[src/rtl/lru_state_array.sv]
// Per-set storage for the 21-bit eight-way LRU state word. A sweep after reset
// or flush loads the canonical order into every set; reads are registered.
module lru_state_array #(
    parameter int s_index = 3
) (
    input  logic               clk,
    input  logic               rst,
    input  logic               flush,
    output logic               ready,
    input  logic               rd_valid,
    input  logic [s_index-1:0] rd_index,
    output logic [20:0]        state_out,
    output logic [2:0]         lru_way,
    output logic               state_valid,
    input  logic               upd_valid,
    input  logic [s_index-1:0] upd_index,
    input  logic [20:0]        upd_state
);

    localparam int                 NSETS      = 2 ** s_index;
    localparam logic [20:0]        INIT_VALUE = 21'h1ac688;
    localparam logic [s_index-1:0] LAST_SET   = {s_index{1'b1}};
    localparam logic [s_index-1:0] PTR_ONE    = {{(s_index-1){1'b0}}, 1'b1};

    typedef enum logic [0:0] {
        ST_INIT = 1'b0,
        ST_IDLE = 1'b1
    } state_e;

    state_e             state_q, state_d;
    logic [s_index-1:0] init_ptr_q, init_ptr_d;
    logic               ready_q, ready_d;
    logic               state_valid_q, state_valid_d;
    logic [20:0]        state_out_q, state_out_d;
    logic [20:0]        array_q [NSETS];

    logic               we_s;
    logic [s_index-1:0] waddr_s;
    logic [20:0]        wdata_s;

    // Next-state, array write port and registered read data.
    always_comb begin
        state_d       = state_q;
        init_ptr_d    = init_ptr_q;
        ready_d       = ready_q;
        state_valid_d = 1'b0;
        state_out_d   = state_out_q;
        we_s          = 1'b0;
        waddr_s       = init_ptr_q;
        wdata_s       = INIT_VALUE;
        case (state_q)
            ST_INIT: begin
                if (flush) begin
                    init_ptr_d = '0;
                end else begin
                    we_s       = 1'b1;
                    init_ptr_d = init_ptr_q + PTR_ONE;
                    if (init_ptr_q == LAST_SET) begin
                        state_d = ST_IDLE;
                        ready_d = 1'b1;
                    end else begin
                        ready_d = 1'b0;
                    end
                end
            end
            ST_IDLE: begin
                if (flush) begin
                    // Requests presented alongside flush are dropped.
                    state_d    = ST_INIT;
                    init_ptr_d = '0;
                    ready_d    = 1'b0;
                end else begin
                    if (ready_q && upd_valid) begin
                        we_s    = 1'b1;
                        waddr_s = upd_index;
                        wdata_s = upd_state;
                    end else begin
                        we_s    = 1'b0;
                    end
                    if (ready_q && rd_valid) begin
                        state_valid_d = 1'b1;
                        if (upd_valid && (upd_index == rd_index)) begin
                            state_out_d = upd_state;
                        end else begin
                            state_out_d = array_q[rd_index];
                        end
                    end else begin
                        state_valid_d = 1'b0;
                    end
                end
            end
            default: begin
                state_d    = ST_INIT;
                init_ptr_d = '0;
                ready_d    = 1'b0;
            end
        endcase
    end

    // Control and output registers.
    always_ff @(posedge clk) begin
        if (rst) begin
            state_q       <= ST_INIT;
            init_ptr_q    <= '0;
            ready_q       <= 1'b0;
            state_valid_q <= 1'b0;
            state_out_q   <= 21'h0;
        end else begin
            state_q       <= state_d;
            init_ptr_q    <= init_ptr_d;
            ready_q       <= ready_d;
            state_valid_q <= state_valid_d;
            state_out_q   <= state_out_d;
        end
    end

    // Set storage; contents survive reset and are rewritten by the sweep.
    always_ff @(posedge clk) begin
        if (!rst && we_s) begin
            array_q[waddr_s] <= wdata_s;
        end
    end

    assign ready       = ready_q;
    assign state_valid = state_valid_q;
    assign state_out   = state_out_q;
    assign lru_way     = state_out_q[2:0];

endmodule

[config.mk]
export PLATFORM = sky130hd
export DESIGN_NAME = lru_state_array
export DESIGN_NICKNAME = d
export VERILOG_FILES = /design/src/rtl/lru_state_array.sv
export SDC_FILE = /design/constraint.sdc
export NUM_CORES = 1
export LEC_CHECK = 0
export CORE_UTILIZATION = 45
export DETAILED_ROUTE_END_ITERATION = 12
export GPL_TIMING_DRIVEN = 0
export PLACE_DENSITY = 0.75
export SLEW_MARGIN = 20
export SYNTH_ARGS = -nofsm -noshare
export SYNTH_HDL_FRONTEND = slang
export SYNTH_SLANG_ARGS = --single-unit
[constraint.sdc]
create_clock -name clk -period 3.4 [get_ports clk]
set_input_delay 0.34 -clock clk [delete_from_list [all_inputs] [get_ports clk]]
set_output_delay 0.34 -clock clk [all_outputs]
set_load 0.005 [all_outputs]
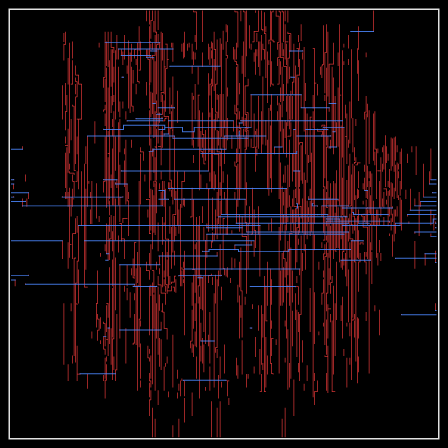
**Above:** wiring by layer.
Only two layers are drawn.
Key: red = metal 2 [wire length 8,830 microns]; blue = metal 3 [wire length 1,320 microns]

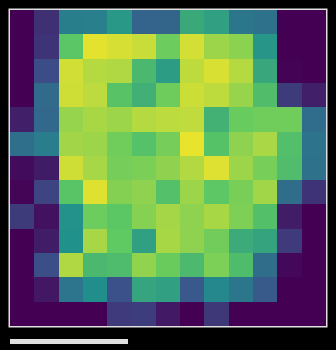
**Above:** local utilization.
Bar = 50 microns. 13 x 13 tiles, from dark purple (low) to yellow (high), 0 to 100% covered.
17% of the tiles are nearly empty. The emptiest ninth of the die: bottom right. 39% of the tiles are over 75% full. The mean over all tiles is 52%. The densest ninth of the die: middle.

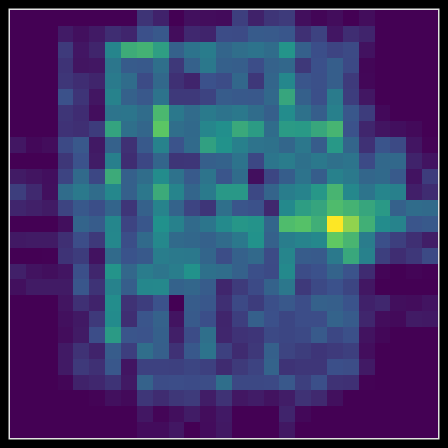
**Above:** wiring heat map.
27 x 27 tiles, from dark purple (low) to yellow (high), scaled to the fullest tile. Values are wire area over tile area, all layers added.
23% of the tiles are nearly empty. The mean over all tiles is 0.15. The fullest tile reaches 0.76.
Routed WL per cell: 22.8 microns
vias post-DR: 4,268

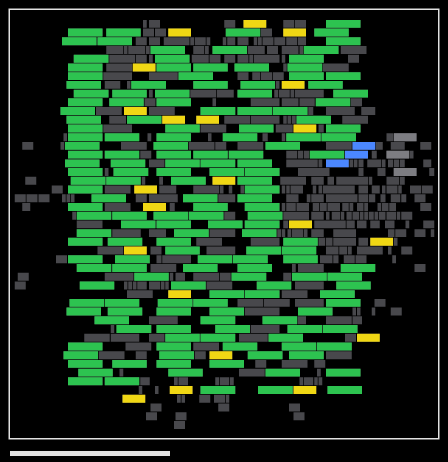
**Above:** register map, names as in the netlist.
Bar = 50 microns. Other sequential cells in the stronger gray, the rest of the logic in the fainter gray.
Key: blue = init_ptr_q [sequential cells 3]; yellow = state_out [sequential cells 21]; green = array_q [sequential cells 168]
Power Sequential: 2.58 mW
Seq area share: 59.1%
FF/Latch Area: 5590 sq um
Util after Layout: 56.4%

==> flow_summary.yaml <==
# flow metrics
status:
  outcome: "finished clean"
power_and_ir_drop:
  p_int_mw: 3.84
  p_switching_mw: 0.907
  p_comb_share_pct: 4.0
  pg_clk_mw: 1.98
  power_leader: "registers"
  finalPower_mw: 4.75
  pg_comb_mw: 0.189
  p_clk_share_pct: 41.6
  switching_share_pct: 19.1
  ir_worst_vdd_v: 0.000410
  power_density_nw_per_um2: 503
  p_leak_nw: 3.18
die:
  die_x_microns: 134
  core_sq_um: 16800
  num_rows: 47
cells_and_area:
  final_layout_top_logic_cell: "edfxtp_1"
  stdcell_count: 749
  largest_reg_flops: 168
  nets: 551
  comb_area_sq_um: 2010
  antenna_cells: 0
  layout-drive-gt1-share_pct: 21.6
  syn_to_final_growth_pct: 21.4
  top_register: "array_q"
  n_fill_cell: 1214
critical_path:
  slowest_delay_ns: 0.50
  critPathCapture: "array_q[6][8]"
  reg2reg_slack_ns: 0.84
  startpoint_type: "flop"
  path_buffers: 3
  worstPathArrival_ns: 2.69
  critPathLaunch: "state_q"
  critPathMaxFanout: 14
  crit_slowest_cell: "clkbuf_1"
  path_class: "flop to flop"
  endpoint_kind: "flop"
  crit_path_cell_trace: "buf_2 > nand4b_1 > clkbuf_1 > a31oi_1 > nor2_4 > buf_16"
  critPathTopFamily: "buffers and inverters"
  r2r_end: "array_q[6][8]"
  crit_required_ns: 3.53
  rr_worst_depth: 6
  r2r-start: "state_q"
drt:
  wl_met3_microns: 1320
  drt_iter0_markers: 450
  drtAntennaViolNets: 0
  drt-met1-wl_microns: 6650
  top_layer: "met4"
  drt_wl_total_microns: 17100
yosys:
  synth-seq-area-share_pct: 71.8
  syn_area_per_cell_sq_um: 17.8
  ys_sh_aoi_pct: 4.71
  xor_share_pct: 0.113
  synth_chip_area_sq_um: 7780
  ys.flop_type: "edfxtp_1"
  synth_top_area_share_pct: 64.8
  synthMuxAreaShare_pct: 14.9
  ys_seq_elements: 195
  synth.area.top_cells: "edfxtp_1 (65%), mux4_2 (12%), dfxtp_1 (6.9%), mux2i_1 (2.7%), o221ai_2 (2.3%)"
  edf_count: 168
  fa_ha_area_share_pct: 0.482
  ys_cells: 437
  synthTopLogicFamily: "multiplexers"
  synth_top_cell_by_area: "edfxtp_1"
  yosysWarnings: 0
  synth_cell_types: 35
hold_path:
  hold_start: "flush"
  holdPathEnd: "state_valid"
  whs_path_depth: 2
sta:
  skew_ns: 0.00861
  layout_setup_ws_ns: 0.835
  fin_crit_sh_pct: 75.4
  period_needed_ns: 2.56
  slew_headroom_pct: 36.8
  finalHoldViolations: 0
  finalSetupViolCount: 0
  max_freq_mhz: 390
  holdWs_ns: 0.149
  tns_ns: 0
placed_design:
  post-dp-hpwl_microns: 10800
  place_ws_ns: 0.427
  post_dp_cell_area_sq_um: 8840
  dpl.cell_count: 717
cts:
  cts_buffers: 17
  cts_tree: "built"
  clockBufferDepth: 2
  clock.latency.late_pin_ns: 0.42
  root_buffer: "clkbuf_16"
  cts_setup_buffers: 0
  cts.sinks: 195
  htreeDepth: 4
grt:
  grt_pass1_wl_microns: 25600
  met3_usage_pct: 5.25
  grt_overflow_total: 0
  gr-usage-met2_pct: 33.2
  first_global_vias: 4521
  track_usage_pct: 20.2
flow_run:
  warnings: 26
## synth_stat cells (4+ instances only)
| library cell | count |
|---|---|
| o221ai_2 | 12 |
| buf_2 | 7 |
| inv_1 | 25 |
| clkbuf_1 | 13 |
| nand2_1 | 37 |
| mux4_2 | 42 |
| mux2i_1 | 21 |
| nor2_1 | 25 |
| dfxtp_1 | 27 |
| o221ai_1 | 9 |
| a21oi_1 | 5 |
| buf_4 | 4 |
| nand2b_1 | 5 |
| edfxtp_1 | 168 |
| a31oi_1 | 5 |
## layout make-up
cell class	count	area share, %
flip-flops and latches	195	59.1
multi-input cells	189	21.3
repair buffers	60	7.68
clock buffers	25	5.69
well taps	220	2.91
plain buffers	28	1.60
inverters	25	0.993
clock inverters	7	0.715
No activity file was given, so power comes from the tool's default toggle rates.
